<file path="src/rtl/rgb565_grayscale_stream_if.sv">
// Valid/ready stream bundle for the RGB565-to-grayscale converter: pixel input side and packed gray output side.
// The slave modport is the converter's view; master is the surrounding source/sink.
interface rgb565_grayscale_stream_if #(
  parameter int PIX_IN = 2,
  parameter int PACK   = 2
);
  logic                      in_valid;
  logic                      in_ready;
  logic [16*PIX_IN-1:0]      in_data;
  logic                      out_valid;
  logic                      out_ready;
  logic [8*PIX_IN*PACK-1:0]  out_data;

  modport slave (
    input  in_valid,
    input  in_data,
    input  out_ready,
    output in_ready,
    output out_valid,
    output out_data
  );

  modport master (
    output in_valid,
    output in_data,
    output out_ready,
    input  in_ready,
    input  out_valid,
    input  out_data
  );
endinterface

</file>
<file path="src/rtl/rgb565_grayscale_stream.sv">
// Streaming RGB565 to 8-bit grayscale converter that packs PACK input beats into one output word.
// Optional macro GRAYSCALE_ROUND_EN selects round-half-up instead of truncation of the weighted sum.
module rgb565_grayscale_stream #(
  parameter int PIX_IN = 2,
  parameter int PACK   = 2,
  parameter int COEF_R = 54,
  parameter int COEF_G = 183,
  parameter int COEF_B = 19
) (
  input  logic                       clock,
  input  logic                       reset,
  input  logic                       clear,
  rgb565_grayscale_stream_if.slave   bus
);

  localparam int BEAT_W = 8 * PIX_IN;
  localparam int WORD_W = BEAT_W * PACK;
  localparam int IDX_W  = (PACK > 1) ? $clog2(PACK) : 1;
  localparam logic [IDX_W-1:0] LAST_IDX = IDX_W'(PACK - 1);

  logic [IDX_W-1:0]             beatIdxQ, beatIdxD;
  logic [PACK-1:0][BEAT_W-1:0]  packQ, packD;
  logic                         outValidQ, outValidD;
  logic [WORD_W-1:0]            outDataQ, outDataD;

  logic [BEAT_W-1:0]            curBytes;
  logic [PACK-1:0][BEAT_W-1:0]  wordD;
  logic                         lastBeat;
  logic                         inReady;
  logic                         accept;
  logic                         finalAccept;

  // Channels are widened by replicating their MSBs so full-scale input maps to 255.
  function automatic logic [7:0] toGray(input logic [15:0] px);
    logic [7:0]  r8;
    logic [7:0]  g8;
    logic [7:0]  b8;
    logic [15:0] sum;
    r8  = {px[15:11], px[15:13]};
    g8  = {px[10:5], px[10:9]};
    b8  = {px[4:0], px[4:2]};
    sum = 16'(COEF_R * int'(r8) + COEF_G * int'(g8) + COEF_B * int'(b8));
`ifdef GRAYSCALE_ROUND_EN
    sum = sum + 16'd128;
`else
`endif
    return sum[15:8];
  endfunction

  always_comb begin
    curBytes = '0;
    for (int p = 0; p < PIX_IN; p++) begin
      curBytes[8*p +: 8] = toGray(bus.in_data[16*p +: 16]);
    end
  end

  // Only the final beat of a word can be blocked; earlier beats land in pack storage.
  always_comb begin
    lastBeat    = (beatIdxQ == LAST_IDX);
    inReady     = !clear && !(lastBeat && outValidQ && !bus.out_ready);
    accept      = bus.in_valid && inReady;
    finalAccept = accept && lastBeat;
  end

  always_comb begin
    wordD = packQ;
    for (int b = 0; b < PACK; b++) begin
      if (IDX_W'(b) == beatIdxQ) begin
        wordD[b] = curBytes;
      end
    end
  end

  // Clear only touches the partial word; a held output keeps draining.
  always_comb begin
    beatIdxD  = beatIdxQ;
    packD     = packQ;
    outValidD = outValidQ;
    outDataD  = outDataQ;

    if (clear) begin
      beatIdxD = '0;
      packD    = '0;
    end else if (accept) begin
      if (lastBeat) begin
        beatIdxD = '0;
      end else begin
        beatIdxD        = beatIdxQ + 1'b1;
        packD[beatIdxQ] = curBytes;
      end
    end

    if (finalAccept) begin
      outValidD = 1'b1;
      outDataD  = wordD;
    end else if (outValidQ && bus.out_ready) begin
      outValidD = 1'b0;
    end
  end

  always_ff @(posedge clock) begin
    if (reset) begin
      beatIdxQ  <= '0;
      packQ     <= '0;
      outValidQ <= 1'b0;
      outDataQ  <= '0;
    end else begin
      beatIdxQ  <= beatIdxD;
      packQ     <= packD;
      outValidQ <= outValidD;
      outDataQ  <= outDataD;
    end
  end

  assign bus.in_ready  = inReady;
  assign bus.out_valid = outValidQ;
  assign bus.out_data  = outDataQ;

endmodule
</file>
<file path="src/flat_wrapper.sv">
// flat-port wrapper written by rule: the top's interface ports become plain ports
module rgb565_grayscale_stream_flat 
#(
  parameter int PIX_IN = 2,
  parameter int PACK   = 2,
  parameter int COEF_R = 54,
  parameter int COEF_G = 183,
  parameter int COEF_B = 19
)
  (clock, reset, clear, bus_in_valid, bus_in_data, bus_out_ready, bus_in_ready, bus_out_valid, bus_out_data);
  rgb565_grayscale_stream_if #(.PIX_IN(PIX_IN), .PACK(PACK)) bus_i ();
  input  logic clock;
  input  logic reset;
  input  logic clear;
  input wire logic [$bits(bus_i.in_valid)-1:0] bus_in_valid;
  input wire logic [$bits(bus_i.in_data)-1:0] bus_in_data;
  input wire logic [$bits(bus_i.out_ready)-1:0] bus_out_ready;
  output wire logic [$bits(bus_i.in_ready)-1:0] bus_in_ready;
  output wire logic [$bits(bus_i.out_valid)-1:0] bus_out_valid;
  output wire logic [$bits(bus_i.out_data)-1:0] bus_out_data;
  assign bus_i.in_valid = bus_in_valid;
  assign bus_i.in_data = bus_in_data;
  assign bus_i.out_ready = bus_out_ready;
  assign bus_in_ready = bus_i.in_ready;
  assign bus_out_valid = bus_i.out_valid;
  assign bus_out_data = bus_i.out_data;
  rgb565_grayscale_stream #(.PIX_IN(PIX_IN), .PACK(PACK), .COEF_R(COEF_R), .COEF_G(COEF_G), .COEF_B(COEF_B)) u_core (.clock(clock), .reset(reset), .clear(clear), .bus(bus_i));
endmodule
</file>
<file path="config.mk">
export PLATFORM = sky130hd
export DESIGN_NAME = rgb565_grayscale_stream_flat
export DESIGN_NICKNAME = d
export VERILOG_FILES = /design/src/rtl/rgb565_grayscale_stream_if.sv /design/src/rtl/rgb565_grayscale_stream.sv /design/src/flat_wrapper.sv
export SDC_FILE = /design/constraint.sdc
export NUM_CORES = 1
export LEC_CHECK = 0
export ABC_AREA = 1
export CAP_MARGIN = 0
export CORE_UTILIZATION = 56
export CTS_CLUSTER_DIAMETER = 120
export DETAILED_ROUTE_END_ITERATION = 10
export PLACE_DENSITY = 0.84
export SLEW_MARGIN = 20
export SYNTH_ARGS = -nofsm -noshare
export SYNTH_HDL_FRONTEND = slang
export SYNTH_SLANG_ARGS = --single-unit
</file>
<file path="constraint.sdc">
create_clock -name clock -period 18.1 [get_ports clock]
set_input_delay 5.43 -clock clock [delete_from_list [all_inputs] [get_ports clock]]
set_output_delay 5.43 -clock clock [all_outputs]
set_load 0.02 [all_outputs]
</file>
Fig. 1: run 1, the metal 3 layer
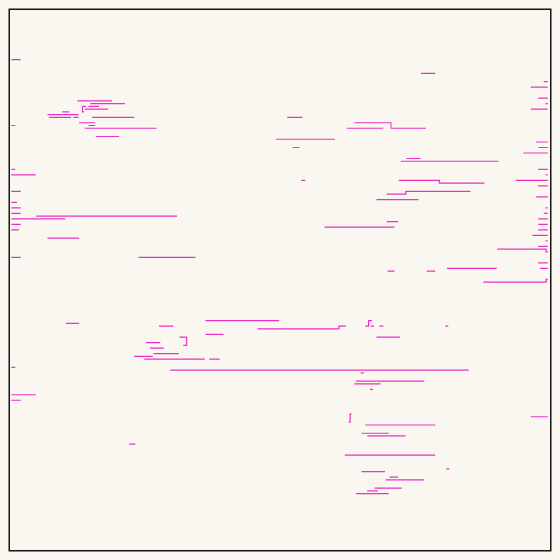
The longest straight run is 73.6 microns. The layer carries 717 microns of wire.

Fig. 2: run 1, metal layers overlaid
Scale bar: 50 microns. Only two layers are drawn.
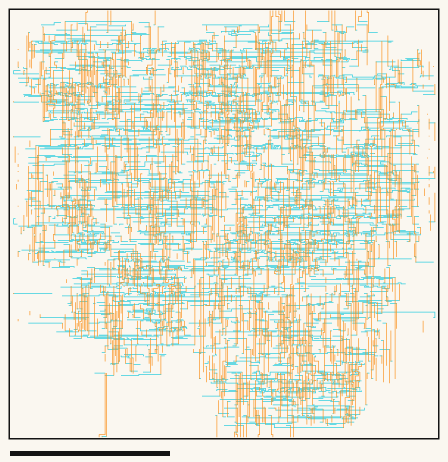
Key: metal 2 = orange [wire length 9680 microns]; metal 1 = cyan [wire length 9360 microns]
drt wl/cell: 12.6 microns
vias: 7940
Total Routing Usage GR: 23.7%
Total Wirelength: 19900 microns

Fig. 3: run 1, supply network
Scale bar: 50 microns. Pins as bars on the die edge.
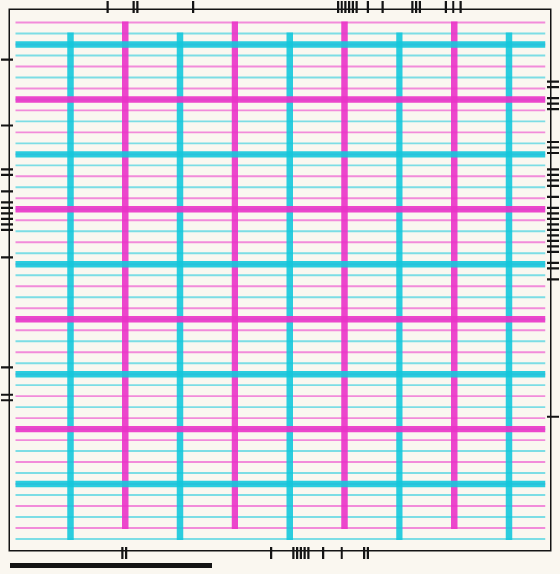
Key: VSS = cyan; VDD = magenta
48 met1 rails follow the rows. 9 straps on met5.
Die Ht: 134 microns
core footprint: 16800 sq um

==> flow_summary.toml, run 1 <==
# physical design summary
[timing]
fin_crit_ns = 12.22
tightest_slew_ns = 0.987
rsz0062_at_grt = "false"
worst_hold_slack_ns = 0.456
setup_violations = 0
max_slew_margin_pct = 34.1
worst_slack_ns = 5.88
period_used_pct = 67.5
finClkSkew_ns = 0.00252
fmax_ghz = 0.0818

[floorplan]
io-pin-count = 71
tap_cells = 220
dieWidth_microns = 134
initCoreUtil_pct = 57.9
chip_area_sq_um = 17900
row_count = 47

[setup_path]
path_class = "primary input to primary output"
cp_max_fo = 2
crit_path_top_delay_cell = "clkdlybuf4s50_1"
rr_worst_depth = 7
timing.rr.start = "u_core.bus.out_valid$_SDFFE_PP0P_"
worstPathRequired_ns = 12.67
startpoint_type = "primary input"
crit_end = "bus_in_ready"
cp_common_cell = "clkdlybuf4s50_1"
reg2reg_slack_ns = 16.12
crit_chain = "clkdlybuf4s50_1 > inv_1 > nand2_2 > inv_2 > a21oi_2 > clkdlybuf4s50_1"
critPathLaunch = "bus_out_ready"
r2r-end = "u_core.bus.out_data[8]$_SDFFE_PP0P_"

[global_routing]
grt-ovfl-total = 0
grt_util_met2_pct = 42.3
grt_pass1_vias = 7973
grt_start_max_net_pins = 66
grt_pass1_wl_microns = 35000
gr-usage-met1_pct = 31.9
antenna_found_initial = 0
grt_use_met3_pct = 2.28

[final_layout]
area_share_nonclk_buffers_pct = 6.52
largest_class = "combinational gates"
clock_area_share_pct = 1.57
comb_cells = 829
layout.nets = 1682
clkbuf_count = 5
comb_area_sq_um = 7080
insertedDiodeCount = 0
buffers = 70
comb_area_share_pct = 65.9
drive_gt1_share_pct = 1.76
flops = 50
seq_area_sq_um = 1000
inv_count = 405
fillCellCount = 1451
largest_reg_flops = 32
seq_area_share_pct = 9.31

[logic_synthesis]
yosys_area_sq_um = 9710
synth_area_sq_um = 9710
yosysCellCount = 1298
synth_warnings = 0
synth_cells = 1298
synth-xor-area-share_pct = 3.07
postSynthAreaPerCell_sq_um = 7.48
synthTopLogicFamily = "adder cells"
ys_ff = 50
syn_nets = 1619
ys_sh_adder_pct = 45.4
postSynthSeqShare_pct = 10.3
ys_sh_simple_pct = 16.3
netlist-cell-type-count = 37
mux_share_pct = 0

[hold_path]
hold-path-endpoint = "u_core.bus.out_data[6]$_SDFFE_PP0P_"
hold_class = "flip-flop to flip-flop"
worstHoldStart = "u_core.packQ[6]$_SDFFE_PP0P_"
worstHoldPathCells = 2

[route]
top_layer_used = "met4"
route.layer.met1.wl_microns = 9360
met3_length_microns = 716
via_per_inst = 5.02
detail-route-antenna-nets = 0
drt-pass1-iter-count = 7
drc = 0
drtIter0Drc = 466
met2WireLength_microns = 9680

[clocking]
cts_max_path_buffers = 2
cts_tree = "done"
numCtsBuffers = 5
cts_sinks = 50
cts.reportedPaths.clkPinSlew_ns = 0.07
cts_setup_buffers = 0
cts_resized = 0
cts-htree-levels = 2
clkLatencyLatePin_ns = 0.28

[place]
port_buffers = 70
dpl.hpwl_microns = 17300
pre_cts_slack_ns = 5.86
routabilityCongestion = 0.937

[flow_run]
log.warning_count = 30

[status]
status = "complete, no violations"
## run 1: critical path: cells and delay by family
family	cells	cell delay (ns)
buf+inv	4	1.15
compound gates	1	0.14
simple gates	1	0.06
## run 1: metrics by stage
stage / instance area, sq um / util (%) / instances
after floorplan: 9710 / - / 1298
after global placement: 10600 / 63.1 / 1574
after detailed placement: 10600 / 63.1 / 1574
after CTS: 10700 / 64.1 / 1582
after global routing: 10700 / 64.1 / 1582
final: 10700 / 64.1 / 1582
## run 1: cells in the mapped netlist
library cell	n	share of area [%]
a21oi_2	8	0.72
nand2_1	227	8.8
o2111ai_1	2	0.18
o31ai_1	1	0.077
buf_8	1	0.15
buf_6	4	0.46
fa_1	114	24
nand3_2	1	0.10
a21o_1	1	0.077
a21oi_1	66	3.4
nand4_1	13	0.84
o21ai_0	24	1.2
or2_1	1	0.064
inv_1	402	16
nor2_1	41	1.6
o21ai_2	1	0.090
xor2_1	24	2.2
o211ai_1	1	0.077
ha_1	170	22
buf_2	1	0.052
or2_2	2	0.13
xnor2_1	10	0.90
o21a_1	16	1.2
a31oi_1	5	0.32
nand3_1	72	3.7
nand3b_1	5	0.39
nand2_2	1	0.064
and2_1	2	0.13
o21bai_1	4	0.31
dfxtp_1	50	10
nor3_1	9	0.46
a211oi_1	2	0.15
o21ai_1	6	0.31
clkbuf_1	5	0.19
buf_4	2	0.15
clkbuf_2	1	0.052
inv_2	3	0.12
==> run 2: changes to the inputs <==
==> constraint.sdc (replaced) <==
create_clock -name clock -period 12.3 [get_ports clock]
set_input_delay 3.69 -clock clock [delete_from_list [all_inputs] [get_ports clock]]
set_output_delay 3.69 -clock clock [all_outputs]
set_load 0.02 [all_outputs]
Fig. 4: run 2, metal layers overlaid
Scale bar: 50 microns. Only two layers are drawn.
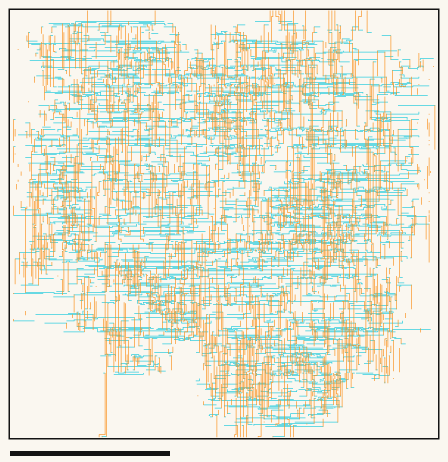
Key: metal 2 = orange [wire length 9630 microns]; metal 1 = cyan [wire length 9420 microns]
drt wl/cell: 12.9 microns
Total Wirelength: 20400 microns
Total Routing Usage GR: 24.8%

==> flow_summary.toml, run 2 <==
# physical design summary
[route]
drtIter0Drc = 498
drt-pass1-iter-count = 5
drc = 0
via_per_inst = 5.09
num_vias = 8055
detail-route-antenna-nets = 0

[logic_synthesis]
top_area_cell = "fa_1"
ys_top_cells_by_area = "fa_1, ha_1, inv_1"
yosysCellCount = 1298
edf_count = 0
ys_ff = 50
synth_warnings = 0
ys.flop_type = "dfxtp_1"
netlist-cell-type-count = 37
synth_top_area_share_pct = 23.5
synthArstFlopShare_pct = 0
common_cells = "inv_1, nand2_1, ha_1"
postSynthSeqShare_pct = 10.3
syn_nets = 1619
postSynthAreaPerCell_sq_um = 7.48

[place]
placed_area_sq_um = 10600
pre_cts_slack_ns = 2.20

[global_routing]
grt_pass1_wl_microns = 36400
grt_start_max_net_pins = 66
antenna_found_initial = 0

[setup_path]
path_class = "primary input to flip-flop"
startpoint_type = "primary input"
worstPathRequired_ns = 12.48
crit_family = "adder cells"
crit_buf_inv = 9
crit_path_top_delay_cell = "clkdlybuf4s50_1"
cp_max_fo = 6

[timing]
tightest_slew_ns = 0.943
period_used_pct = 79.6
finClkSkew_ns = 0.00288
max_slew_margin_pct = 37.0
worst_slack_ns = 2.51
rsz0062_at_grt = "false"
setup_violations = 0
worst_hold_slack_ns = 0.459

[clocking]
cts.reportedPaths.clkPinSlew_ns = 0.06
cts_resized = 0
numCtsBuffers = 5
cts_tree = "done"
cts_sinks = 50
cts_max_path_buffers = 2
clkLatencyLatePin_ns = 0.28
cts-htree-levels = 2
cts_setup_buffers = 0

[hold_path]
hold_class = "flip-flop to flip-flop"

[floorplan]
dieWidth_microns = 134
fp.dieH_microns = 134
row_count = 47
io-pin-count = 71
initCoreUtil_pct = 57.9
chip_area_sq_um = 17900

[final_layout]
utilization_pct = 64.1
largest_reg_flops = 32
design_area_sq_um = 10700
fillCellCount = 1479
layout.nets = 1682
drive_gt1_share_pct = 1.62
insertedDiodeCount = 0

[status]
status = "complete, no violations"

[flow_run]
log.warning_count = 30
Fig. 5: run 2, M2 wires
Scale bar: 50 microns.
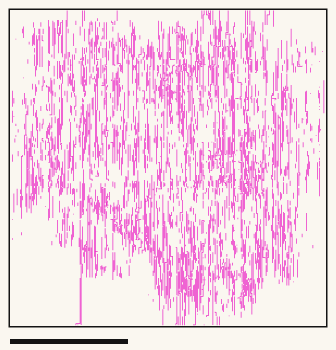
The longest straight run is 34.0 microns. 1403 nets have wire on it.

[run 2: cell types whose count changed in the layout (fill, tap and decap cells not counted), sizes merged]
| cell | previous run | this run |
|---|---|---|
| clkbuf | 5 | 7 |
| inv | 405 | 404 |
| clkinv | 2 | 1 |
[run 2: metal layers]
layer  global-route usage (%)  routed length [microns]  vias to the layer above
li1                         -                        -                     4059
met2                     43.4                     9630                      216
met5                        0                        0                        -
met3                     2.78                      966                       34
met4                     4.99                      364                        0
met1                     32.9                     9420                     3746
[run 2: layout make-up]
type	instances	area (sq um)	area share, %
multi-input cells	829	7080	65.9
inverters	405	1520	14.2
flip-flops and latches	50	1000	9.32
repair buffers	70	701	6.52
well taps	220	275	2.56
clock buffers	7	133	1.23
clock inverters	1	30.0	0.280
[run 2: logic make-up (layout without fill, tap and decap cells)]
kind of cell / count (synthesis) / count (layout) / synth area share, %
and+or+nand+nor: 374 / 374 / 16.3
DFF: 50 / 50 / 10.3
adders and majority gates: 284 / 284 / 45.4
xor gates and xnor gates: 34 / 34 / 3.07
AOI/OAI and AO/OA: 137 / 137 / 8.20
buffers and inverters: 419 / 483 / 16.7
[run 2: final timing paths]
kind | startpoint | to | slack, ns | cells after the start
worst max-delay path | bus_in_data[2] | u_core.packQ[7]$_SDFFE_PP0P_ | 2.51 | 31
worst min-delay path | u_core.packQ[13]$_SDFFE_PP0P_ | u_core.bus.out_data[13]$_SDFFE_PP0P_ | 0.46 | 2
worst max register to register | u_core.bus.out_valid$_SDFFE_PP0P_ | u_core.bus.out_data[8]$_SDFFE_PP0P_ | 10.36 | 7
worst min register to register | u_core.packQ[13]$_SDFFE_PP0P_ | u_core.bus.out_data[13]$_SDFFE_PP0P_ | 0.46 | 2
